File: config.mk
export PLATFORM = sky130hd
export DESIGN_NAME = mips_lsu_flat
export DESIGN_NICKNAME = d
export VERILOG_FILES = /design/src/rtl/mips_lsu_pkg.sv /design/src/rtl/mips_lsu_if.sv /design/src/rtl/mips_lsu_lane.sv /design/src/rtl/mips_lsu.sv /design/src/flat_wrapper.sv
export SDC_FILE = /design/constraint.sdc
export NUM_CORES = 1
export LEC_CHECK = 0
export CAP_MARGIN = 20
export CORE_ASPECT_RATIO = 1.75
export CORE_UTILIZATION = 42
export DETAILED_ROUTE_END_ITERATION = 6
export PLACE_DENSITY = 0.84
export SLEW_MARGIN = 20
export SYNTH_ARGS = -nofsm -noshare
export SYNTH_HDL_FRONTEND = slang
export SYNTH_SLANG_ARGS = --single-unit
File: constraint.sdc
create_clock -name clk -period 2.5 [get_ports clk]
set_clock_uncertainty 0.1 [all_clocks]
set_input_delay 0.5 -clock clk [delete_from_list [all_inputs] [get_ports clk]]
set_output_delay 0.5 -clock clk [all_outputs]
set_load 0.005 [all_outputs]
File: src/rtl/mips_lsu_pkg.sv
// Shared encodings and decode helpers for the MIPS load/store unit.
// Byte lanes are big-endian: byte offset 0 maps to bits 31:24.
package mips_lsu_pkg;

    typedef enum logic [3:0] {
        OP_LB  = 4'd0,
        OP_LBU = 4'd1,
        OP_LH  = 4'd2,
        OP_LHU = 4'd3,
        OP_LW  = 4'd4,
        OP_SB  = 4'd5,
        OP_SH  = 4'd6,
        OP_SW  = 4'd7,
        OP_LL  = 4'd8,
        OP_SC  = 4'd9
    } op_e;

    typedef enum logic [1:0] {
        S_IDLE,
        S_ISSUE,
        S_RESP
    } state_e;

    typedef enum logic [1:0] {
        SZ_BYTE,
        SZ_HALF,
        SZ_WORD
    } size_e;

    localparam logic [3:0] LANE_B0  = 4'b1000;
    localparam logic [3:0] LANE_HI  = 4'b1100;
    localparam logic [3:0] LANE_LO  = 4'b0011;
    localparam logic [3:0] LANE_ALL = 4'b1111;

    function automatic logic is_legal(logic [3:0] op);
        return op <= OP_SC;
    endfunction

    function automatic logic is_load(logic [3:0] op);
        return op inside {OP_LB, OP_LBU, OP_LH, OP_LHU, OP_LW, OP_LL};
    endfunction

    function automatic logic is_store(logic [3:0] op);
        return op inside {OP_SB, OP_SH, OP_SW};
    endfunction

    function automatic size_e op_size(logic [3:0] op);
        case (op)
            OP_LB, OP_LBU, OP_SB: return SZ_BYTE;
            OP_LH, OP_LHU, OP_SH: return SZ_HALF;
            default:              return SZ_WORD;
        endcase
    endfunction

    function automatic logic is_aligned(logic [3:0] op, logic [1:0] off);
        case (op_size(op))
            SZ_BYTE: return 1'b1;
            SZ_HALF: return !off[0];
            default: return off == 2'b00;
        endcase
    endfunction

endpackage

File: src/rtl/mips_lsu_if.sv
// Pipeline, memory and reservation-control signals of the load/store unit.
interface mips_lsu_if #(
    parameter int ADDR_W = 32
);
    logic              req_valid;
    logic              req_ready;
    logic [3:0]        req_op;
    logic [ADDR_W-1:0] req_addr;
    logic [31:0]       req_wdata;
    logic [4:0]        req_rd;

    logic              rsp_valid;
    logic [31:0]       rsp_data;
    logic [4:0]        rsp_rd;
    logic              rsp_we;
    logic              rsp_err;

    logic              mem_req;
    logic [3:0]        mem_we;
    logic [ADDR_W-1:0] mem_addr;
    logic [31:0]       mem_wdata;
    logic              mem_ack;
    logic [31:0]       mem_rdata;

    logic              snoop_we;
    logic [ADDR_W-1:0] snoop_addr;
    logic              resv_clr;

    modport slave (
        input  req_valid, req_op, req_addr, req_wdata, req_rd,
        input  mem_ack, mem_rdata, snoop_we, snoop_addr, resv_clr,
        output req_ready, rsp_valid, rsp_data, rsp_rd, rsp_we, rsp_err,
        output mem_req, mem_we, mem_addr, mem_wdata
    );

    modport master (
        output req_valid, req_op, req_addr, req_wdata, req_rd,
        output mem_ack, mem_rdata, snoop_we, snoop_addr, resv_clr,
        input  req_ready, rsp_valid, rsp_data, rsp_rd, rsp_we, rsp_err,
        input  mem_req, mem_we, mem_addr, mem_wdata
    );
endinterface

File: src/rtl/mips_lsu_lane.sv
// Combinational lane logic: store strobes/replication and load extraction/extension.
module mips_lsu_lane
    import mips_lsu_pkg::*;
(
    input  logic [3:0]  st_op_i,
    input  logic [1:0]  st_off_i,
    input  logic [31:0] st_data_i,
    output logic [3:0]  st_strb_o,
    output logic [31:0] st_data_o,
    input  logic [3:0]  ld_op_i,
    input  logic [1:0]  ld_off_i,
    input  logic [31:0] ld_rdata_i,
    output logic [31:0] ld_data_o
);
    logic [7:0]  ld_byte;
    logic [15:0] ld_half;
    logic        ld_sext;

    always_comb begin
        st_strb_o = LANE_ALL;
        st_data_o = st_data_i;
        case (op_size(st_op_i))
            SZ_BYTE: begin
                st_strb_o = LANE_B0 >> st_off_i;
                st_data_o = {4{st_data_i[7:0]}};
            end
            SZ_HALF: begin
                st_strb_o = st_off_i[1] ? LANE_LO : LANE_HI;
                st_data_o = {2{st_data_i[15:0]}};
            end
            default: ;
        endcase
    end

    always_comb begin
        case (ld_off_i)
            2'd0:    ld_byte = ld_rdata_i[31:24];
            2'd1:    ld_byte = ld_rdata_i[23:16];
            2'd2:    ld_byte = ld_rdata_i[15:8];
            default: ld_byte = ld_rdata_i[7:0];
        endcase
        ld_half = ld_off_i[1] ? ld_rdata_i[15:0] : ld_rdata_i[31:16];
        ld_sext = (ld_op_i == OP_LB) || (ld_op_i == OP_LH);
        case (op_size(ld_op_i))
            SZ_BYTE: ld_data_o = {{24{ld_sext & ld_byte[7]}}, ld_byte};
            SZ_HALF: ld_data_o = {{16{ld_sext & ld_half[15]}}, ld_half};
            default: ld_data_o = ld_rdata_i;
        endcase
    end
endmodule

File: src/rtl/mips_lsu.sv
// Load/store unit: request FSM, registered memory/response outputs, LL/SC reservation.
//   state   | meaning
//   S_IDLE  | ready for a request
//   S_ISSUE | memory access pending, waiting for mem_ack
//   S_RESP  | one-cycle response pulse
module mips_lsu
    import mips_lsu_pkg::*;
#(
    parameter int ADDR_W    = 32,
    parameter int GRAN_LOG2 = 2
) (
    input logic       clk,
    input logic       rst,
    mips_lsu_if.slave bus
);
    localparam int TAG_W = ADDR_W - GRAN_LOG2;

    state_e            state_q, state_d;
    logic [3:0]        op_q, op_d;
    logic [ADDR_W-1:0] addr_q, addr_d;
    logic              mem_req_q, mem_req_d;
    logic [3:0]        mem_we_q, mem_we_d;
    logic [31:0]       mem_wdata_q, mem_wdata_d;
    logic              rsp_valid_q, rsp_valid_d;
    logic              rsp_we_q, rsp_we_d;
    logic              rsp_err_q, rsp_err_d;
    logic [31:0]       rsp_data_q, rsp_data_d;
    logic [4:0]        rsp_rd_q, rsp_rd_d;
    logic              resv_valid_q, resv_valid_d;
    logic [TAG_W-1:0]  resv_tag_q, resv_tag_d;

    logic [TAG_W-1:0]  req_tag, snoop_tag;
    logic              req_ok, sc_ok;
    logic [3:0]        st_strb;
    logic [31:0]       st_data, ld_data;

    assign req_tag   = bus.req_addr[ADDR_W-1:GRAN_LOG2];
    assign snoop_tag = bus.snoop_addr[ADDR_W-1:GRAN_LOG2];
    assign req_ok    = is_legal(bus.req_op) && is_aligned(bus.req_op, bus.req_addr[1:0]);
    // SC outcome is fixed at accept; a same-cycle snoop or clear already kills it.
    assign sc_ok     = resv_valid_q && (req_tag == resv_tag_q) && !bus.resv_clr
                       && !(bus.snoop_we && (snoop_tag == resv_tag_q));

    mips_lsu_lane u_lane (
        .st_op_i    (bus.req_op),
        .st_off_i   (bus.req_addr[1:0]),
        .st_data_i  (bus.req_wdata),
        .st_strb_o  (st_strb),
        .st_data_o  (st_data),
        .ld_op_i    (op_q),
        .ld_off_i   (addr_q[1:0]),
        .ld_rdata_i (bus.mem_rdata),
        .ld_data_o  (ld_data)
    );

    always_comb begin
        state_d      = state_q;
        op_d         = op_q;
        addr_d       = addr_q;
        mem_req_d    = 1'b0;
        mem_we_d     = 4'b0000;
        mem_wdata_d  = mem_wdata_q;
        rsp_valid_d  = 1'b0;
        rsp_we_d     = rsp_we_q;
        rsp_err_d    = rsp_err_q;
        rsp_data_d   = rsp_data_q;
        rsp_rd_d     = rsp_rd_q;
        resv_valid_d = resv_valid_q;
        resv_tag_d   = resv_tag_q;
        case (state_q)
            S_IDLE: begin
                if (bus.req_valid) begin
                    op_d     = bus.req_op;
                    addr_d   = bus.req_addr;
                    rsp_rd_d = bus.req_rd;
                    if ((is_store(bus.req_op) && (req_tag == resv_tag_q)) || (bus.req_op == OP_SC))
                        resv_valid_d = 1'b0;
                    if (!req_ok) begin
                        state_d     = S_RESP;
                        rsp_valid_d = 1'b1;
                        rsp_err_d   = 1'b1;
                        rsp_we_d    = 1'b0;
                        rsp_data_d  = 32'd0;
                    end else if ((bus.req_op == OP_SC) && !sc_ok) begin
                        state_d     = S_RESP;
                        rsp_valid_d = 1'b1;
                        rsp_err_d   = 1'b0;
                        rsp_we_d    = 1'b1;
                        rsp_data_d  = 32'd0;
                    end else begin
                        state_d     = S_ISSUE;
                        mem_req_d   = 1'b1;
                        mem_we_d    = (is_store(bus.req_op) || (bus.req_op == OP_SC)) ? st_strb : 4'b0000;
                        mem_wdata_d = st_data;
                    end
                end
            end
            S_ISSUE: begin
                if (bus.mem_ack) begin
                    state_d     = S_RESP;
                    rsp_valid_d = 1'b1;
                    rsp_err_d   = 1'b0;
                    rsp_we_d    = is_load(op_q) || (op_q == OP_SC);
                    rsp_data_d  = (op_q == OP_SC) ? 32'd1 : (is_store(op_q) ? 32'd0 : ld_data);
                    if (op_q == OP_LL) begin
                        resv_valid_d = 1'b1;
                        resv_tag_d   = addr_q[ADDR_W-1:GRAN_LOG2];
                    end
                end else begin
                    mem_req_d = 1'b1;
                    mem_we_d  = mem_we_q;
                end
            end
            S_RESP:  state_d = S_IDLE;
            default: state_d = S_IDLE;
        endcase
        // Compared against the post-set tag so a clear always beats an LL set.
        if (bus.resv_clr || (bus.snoop_we && (snoop_tag == resv_tag_d)))
            resv_valid_d = 1'b0;
    end

    always_ff @(posedge clk) begin
        if (rst) begin
            state_q      <= S_IDLE;
            op_q         <= 4'd0;
            addr_q       <= '0;
            mem_req_q    <= 1'b0;
            mem_we_q     <= 4'b0000;
            mem_wdata_q  <= 32'd0;
            rsp_valid_q  <= 1'b0;
            rsp_we_q     <= 1'b0;
            rsp_err_q    <= 1'b0;
            rsp_data_q   <= 32'd0;
            rsp_rd_q     <= 5'd0;
            resv_valid_q <= 1'b0;
            resv_tag_q   <= '0;
        end else begin
            state_q      <= state_d;
            op_q         <= op_d;
            addr_q       <= addr_d;
            mem_req_q    <= mem_req_d;
            mem_we_q     <= mem_we_d;
            mem_wdata_q  <= mem_wdata_d;
            rsp_valid_q  <= rsp_valid_d;
            rsp_we_q     <= rsp_we_d;
            rsp_err_q    <= rsp_err_d;
            rsp_data_q   <= rsp_data_d;
            rsp_rd_q     <= rsp_rd_d;
            resv_valid_q <= resv_valid_d;
            resv_tag_q   <= resv_tag_d;
        end
    end

    assign bus.req_ready = (state_q == S_IDLE);
    assign bus.mem_req   = mem_req_q;
    assign bus.mem_we    = mem_we_q;
    assign bus.mem_addr  = {addr_q[ADDR_W-1:2], 2'b00};
    assign bus.mem_wdata = mem_wdata_q;
    assign bus.rsp_valid = rsp_valid_q;
    assign bus.rsp_data  = rsp_data_q;
    assign bus.rsp_rd    = rsp_rd_q;
    assign bus.rsp_we    = rsp_we_q;
    assign bus.rsp_err   = rsp_err_q;

    logic unused_snoop_low;
    assign unused_snoop_low = ^bus.snoop_addr[GRAN_LOG2-1:0];
endmodule

File: src/flat_wrapper.sv
// flat-port wrapper written by rule: the top's interface ports become plain ports
module mips_lsu_flat import mips_lsu_pkg::*;
#(
    parameter int ADDR_W    = 32,
    parameter int GRAN_LOG2 = 2
)
  (clk, rst, bus_req_valid, bus_req_op, bus_req_addr, bus_req_wdata, bus_req_rd, bus_mem_ack, bus_mem_rdata, bus_snoop_we, bus_snoop_addr, bus_resv_clr, bus_req_ready, bus_rsp_valid, bus_rsp_data, bus_rsp_rd, bus_rsp_we, bus_rsp_err, bus_mem_req, bus_mem_we, bus_mem_addr, bus_mem_wdata);
  mips_lsu_if #(.ADDR_W(ADDR_W)) bus_i ();
  input logic clk;
  input logic rst;
  input wire logic [$bits(bus_i.req_valid)-1:0] bus_req_valid;
  input wire logic [$bits(bus_i.req_op)-1:0] bus_req_op;
  input wire logic [$bits(bus_i.req_addr)-1:0] bus_req_addr;
  input wire logic [$bits(bus_i.req_wdata)-1:0] bus_req_wdata;
  input wire logic [$bits(bus_i.req_rd)-1:0] bus_req_rd;
  input wire logic [$bits(bus_i.mem_ack)-1:0] bus_mem_ack;
  input wire logic [$bits(bus_i.mem_rdata)-1:0] bus_mem_rdata;
  input wire logic [$bits(bus_i.snoop_we)-1:0] bus_snoop_we;
  input wire logic [$bits(bus_i.snoop_addr)-1:0] bus_snoop_addr;
  input wire logic [$bits(bus_i.resv_clr)-1:0] bus_resv_clr;
  output wire logic [$bits(bus_i.req_ready)-1:0] bus_req_ready;
  output wire logic [$bits(bus_i.rsp_valid)-1:0] bus_rsp_valid;
  output wire logic [$bits(bus_i.rsp_data)-1:0] bus_rsp_data;
  output wire logic [$bits(bus_i.rsp_rd)-1:0] bus_rsp_rd;
  output wire logic [$bits(bus_i.rsp_we)-1:0] bus_rsp_we;
  output wire logic [$bits(bus_i.rsp_err)-1:0] bus_rsp_err;
  output wire logic [$bits(bus_i.mem_req)-1:0] bus_mem_req;
  output wire logic [$bits(bus_i.mem_we)-1:0] bus_mem_we;
  output wire logic [$bits(bus_i.mem_addr)-1:0] bus_mem_addr;
  output wire logic [$bits(bus_i.mem_wdata)-1:0] bus_mem_wdata;
  assign bus_i.req_valid = bus_req_valid;
  assign bus_i.req_op = bus_req_op;
  assign bus_i.req_addr = bus_req_addr;
  assign bus_i.req_wdata = bus_req_wdata;
  assign bus_i.req_rd = bus_req_rd;
  assign bus_i.mem_ack = bus_mem_ack;
  assign bus_i.mem_rdata = bus_mem_rdata;
  assign bus_i.snoop_we = bus_snoop_we;
  assign bus_i.snoop_addr = bus_snoop_addr;
  assign bus_i.resv_clr = bus_resv_clr;
  assign bus_req_ready = bus_i.req_ready;
  assign bus_rsp_valid = bus_i.rsp_valid;
  assign bus_rsp_data = bus_i.rsp_data;
  assign bus_rsp_rd = bus_i.rsp_rd;
  assign bus_rsp_we = bus_i.rsp_we;
  assign bus_rsp_err = bus_i.rsp_err;
  assign bus_mem_req = bus_i.mem_req;
  assign bus_mem_we = bus_i.mem_we;
  assign bus_mem_addr = bus_i.mem_addr;
  assign bus_mem_wdata = bus_i.mem_wdata;
  mips_lsu #(.ADDR_W(ADDR_W), .GRAN_LOG2(GRAN_LOG2)) u_core (.clk(clk), .rst(rst), .bus(bus_i));
endmodule
Fig. 1: run 1, clock wires, drivers and flops
Scale: 2 px per micron.
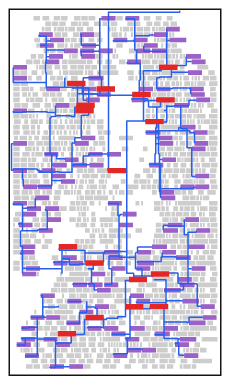
legend:
  clock wires:
    colour: blue
    length: 2070 microns
  cells driving clock nets:
    colour: red
    count: 17
  flip-flops:
    colour: purple
    count: 146
routed clock nets: 18
flops lie: spread over the die

Fig. 2: run 1, placement by cell class
Scale: 2 px per micron.
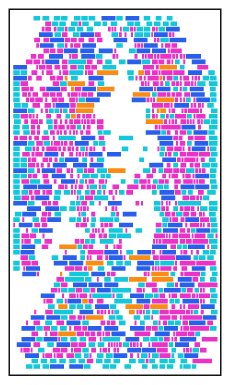
legend:
  flip-flops:
    colour: blue
    cells: 146
    share_of_their_area: 24%
  all other logic:
    colour: magenta
    cells: 693
    share_of_their_area: 40%
  clock drivers and dummy loads:
    colour: orange
    cells: 32
    share_of_their_area: 4.9%
  other buffers and delay cells:
    colour: cyan
    cells: 375
    share_of_their_area: 31%

Fig. 3: run 1, placed standard cells
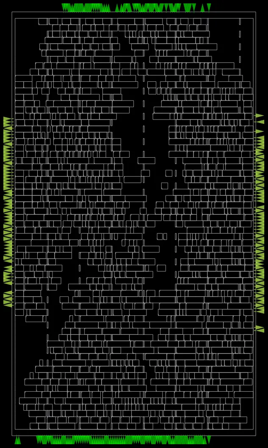
Final Non-Filler Cells: 1480
Tapcells: 234
fin util: 69.8%
site row count: 65
Core Region: 0.0181 sq mm

Fig. 4: run 1, nets reached from selected ports
Scale: 3 px per micron.
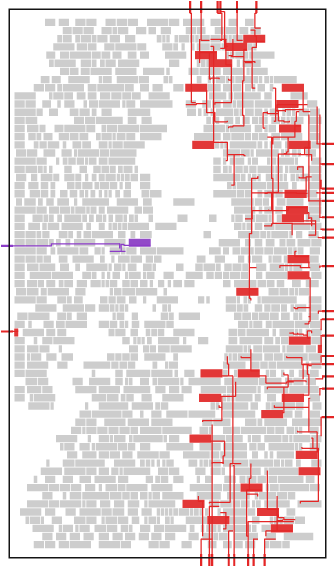
legend:
  `bus_rsp_we`:
    colour: purple
    direction: output
    end_cells: 1
    buffers: 1
    wire: 55.8 microns
  `bus_mem_addr`:
    colour: red
    direction: output
    end_cells: 32
    buffers: 30
    wire: 1350 microns

run 1: cells in the mapped netlist (all sizes together) (5+ instances only):
cell type / n / area (sq um)
nand2b: 7 / 43.8
nor2: 65 / 249
a211oi: 5 / 37.5
a221o: 7 / 70.1
a21oi: 80 / 404
dfxtp: 146 / 2920
a221oi: 7 / 61.3
nand4b: 26 / 228
nor3: 8 / 40.0
a22o: 6 / 52.6
nand3: 5 / 25.0
mux2: 29 / 327
clkbuf: 48 / 180
a22oi: 15 / 113
nor2b: 11 / 68.8
xor2: 19 / 166
inv: 16 / 60.1
mux2i: 54 / 541
nand2: 144 / 541
buf: 43 / 312
xnor2: 63 / 552
nand4: 19 / 119
a21o: 8 / 60.1
o21ai: 51 / 255
run 1: worst register-to-register path, stage by stage (launching register included):
cell and delay (ns):
dfxtp_4 0.39, xnor2_4 0.23, nand4_1 0.14, nor4_1 0.28
buf_4 0.16, buf_4 0.10, o2111a_1 0.22, a21oi_4 0.09
buf_12 0.13, buf_12 0.13, buf_12 0.12, buf_16 0.12
a21o_1 0.15, a21oi_1 0.10
run 1: area by class of cell:
class | instances | area (sq um) | share of cell area (%)
Clock buffer | 19 | 443 | 3.50
Clock inverter | 13 | 160 | 1.27
Inverter | 16 | 60.1 | 0.475
Multi-Input combinational cell | 677 | 4910 | 38.8
Sequential cell | 146 | 2970 | 23.4
Tap cell | 234 | 293 | 2.31
Timing Repair Buffer | 375 | 3820 | 30.2
run 1: power by group through the flow:
stage               clock network (uW)  logic (uW)  registers, uW
floorplan                            0         619           2520
global route                      2790        1550           2500
CTS                               2680        1380           2500
finish                            2680        1470           2490
global placement                     0        1240           2540
detailed placement                   0        1270           2540
==> run summary, run 1 <==
Port-buffer cells -> 248
First-pass GRT wire length -> 43.1 mm
Num Clock Sinks -> 146
CP Capture Type -> flop
Crit path from -> bus_req_addr[11]
Dpl ws -> -0.676 ns
CP Depth -> 14
Met3 WL -> 1.50 mm
Final setup margin -> -0.0624 ns
Hold WC Path Type -> in2reg
Run status -> finished with violations
Die height -> 182 microns
Aoi share -> 16.5%
Tool warnings -> 32
Yosys Instances -> 929
Synthesized flop and latch total -> 146
Yosys chip area -> 0.00780 sq mm
Adder Area Share -> 0.128%
Initial antenna violation count -> 0
Post-CTS setup buffers -> 17
Pre-antenna DRT Iters -> 5
Chip area -> 0.0191 sq mm
Post-CTS sizing -> 121
Antenna viol nets, final -> 0
IO Count -> 253
Xor+xnor area frac -> 9.20%
Initial drt markers -> 502
Synthesis Warnings -> 0
Layout cell share with drive strength beyond 1 -> 23.6%
Combinational share of power -> 22.1%
Vias -> 8289
Cell area after layout -> 0.0127 sq mm
Failing checks -> setup timing
Setup violators final -> 9
Delay-heaviest family, CP -> buffers and inverters
Fp_density -> 43.0%
Total Neg Setup Slack -> -0.274 ns
Switching Share -> 27.8%
Slowest cell on crit path -> xnor2_4
Clk_lat worst skew -> 0.42 ns
M2 GR Usage -> 54.2%
Post-cts hold buffer count -> 0
Reg clk slew, reported paths -> 0.07 ns
Setup Crit Path Kind -> in2reg
Fin nets -> 1376
Vias per Instance -> 5.60
Crit path launch type -> input pin
==> run 2: changes to the inputs <==
CTS_CLUSTER_SIZE = 24   (was unset)
Fig. 5: run 2, nets reached from selected ports
Scale: 3 px per micron.
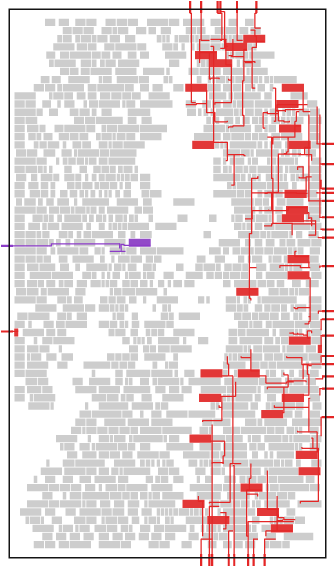
legend:
  `bus_mem_addr`:
    colour: red
    direction: output
    end_cells: 32
    buffers: 30
    wire: 1350 microns
  `bus_rsp_we`:
    colour: purple
    direction: output
    end_cells: 1
    buffers: 1
    wire: 55.8 microns

Fig. 6: run 2, placement by cell class
Scale: 2 px per micron.
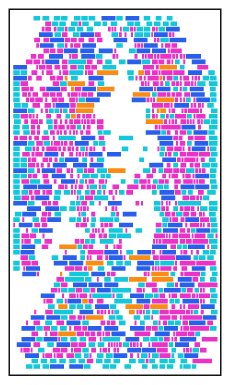
legend:
  flip-flops:
    colour: blue
    cells: 146
    share_of_their_area: 24%
  all other logic:
    colour: magenta
    cells: 693
    share_of_their_area: 40%
  clock drivers and dummy loads:
    colour: orange
    cells: 32
    share_of_their_area: 4.9%
  other buffers and delay cells:
    colour: cyan
    cells: 375
    share_of_their_area: 31%

==> run summary, run 2 <==
Fin nets -> 1376 (unchanged)
Adder Area Share -> 0.128% (unchanged)
Xor+xnor area frac -> 9.20% (unchanged)
Cell type with the largest total area -> dfxtp_1
Chip area -> 0.0191 sq mm (unchanged)
Delay-heaviest family, CP -> buffers and inverters
Slowest cell on crit path -> xnor2_4
Core Region -> 0.0181 sq mm (unchanged)
Num Clock Sinks -> 146 (unchanged)
Vias per Instance -> 5.60 (unchanged)
List of most frequent post-synthesis cells -> 146 x dfxtp_1, 144 x nand2_1, 79 x a21oi_1
Top cell area share -> 37.5% (unchanged)
Top-count cell post-synth -> dfxtp_1
Synthesized flop and latch total -> 146 (unchanged)
CP Capture Type -> flop
Site row count -> 65 (unchanged)
Failing checks -> setup timing
Post-CTS sizing -> 121 (unchanged)
Dpl ws -> -0.676 ns (unchanged)
Hold WC Path Type -> in2reg
M2 GR Usage -> 54.2% (unchanged)
Post-cts hold buffer count -> 0 (unchanged)
Setup violators final -> 9 (unchanged)
Aoi share -> 16.5% (unchanged)
Final setup margin -> -0.0624 ns (unchanged)
Reg clk slew, reported paths -> 0.07 ns (about the same)
Post-CTS setup buffers -> 17 (unchanged)
Synthesis Warnings -> 0 (unchanged)
Initial drt markers -> 502 (unchanged)
Run status -> finished with violations
Tool warnings -> 32 (unchanged)
Fig. 7: run 2, sequential cells coloured by netlist name
Scale: 2 px per micron.
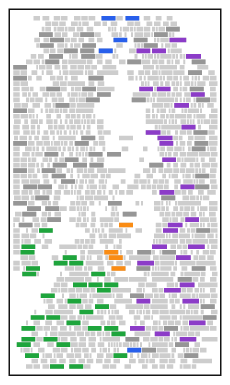
legend:
  `u_core.bus.mem_wdata`:
    colour: green
    flops: 32
  `u_core.bus.rsp_rd`:
    colour: blue
    flops: 5
  `u_core.bus.mem_we`:
    colour: orange
    flops: 4
  `u_core.resv_tag_q`:
    colour: purple
    flops: 30
    where: a vertical strip on the right

[run 2: routing by layer]
metal	vias up	wire, microns	share of wire (%)
met4	0	2010	6.8
met2	412	15700	53
met1	3928	10200	35
met3	105	1500	5.1
li1	3844	-	-
met5	-	0	0
[run 2: cells by family after synthesis]
group | count (synthesis)
other | 1
XOR/XNOR | 82
flip-flops | 146
AND/OR/NAND/NOR | 303
buffers and inverters | 107
adder cells (fa/ha/maj) | 1
multiplexers | 83
AND-OR/OR-AND | 206
[run 2: cell type report]
class                   count  area (sq um)
inverters                  16          60.1
clock inverters            13           160
clock buffers              19           443
multi-input cells         677          4910
well taps                 234           293
repair buffers            375          3820
flip-flops and latches    146          2970
fillers                  1317          5480
[run 2: worst max path at each step]
stage                          from                        to  slack [ns]  cells after the start
2_1_floorplan    bus_snoop_addr[22]   u_core.bus.rsp_data[15]        0.13                      9
3_3_place_gp        bus_req_addr[8]   u_core.bus.rsp_data[12]       -0.61                     10
3_5_place_dp      bus_snoop_addr[3]   u_core.bus.mem_wdata[8]       -0.68                     11
4_1_cts        u_core.resv_tag_q[7]  u_core.bus.mem_wdata[21]       -0.11                     13
5_1_grt          bus_snoop_addr[27]   u_core.bus.mem_wdata[0]       -0.18                     12
6_report           bus_req_addr[11]  u_core.bus.mem_wdata[25]       -0.06                     14
[run 2: through the flow]
| stage | area, sq um | util, % |
|---|---|---|
| after floorplan | 7810 | - |
| after global placement | 10900 | 60.2 |
| after detailed placement | 10900 | 60.2 |
| after CTS | 12200 | 67.4 |
| after global routing | 12700 | 69.8 |
| final | 12700 | 69.8 |
[run 2: power by group]
part	switching, uW	total, uW	internal, uW	leakage (uW)
Combinational	682	1470	785	0.00354
Clock	1080	2680	1600	0.000293
Sequential	82.3	2490	2410	0.00120
Total	1840	6640	4800	0.00503
Power figures rest on the tool's default switching activity, not on a simulated workload.
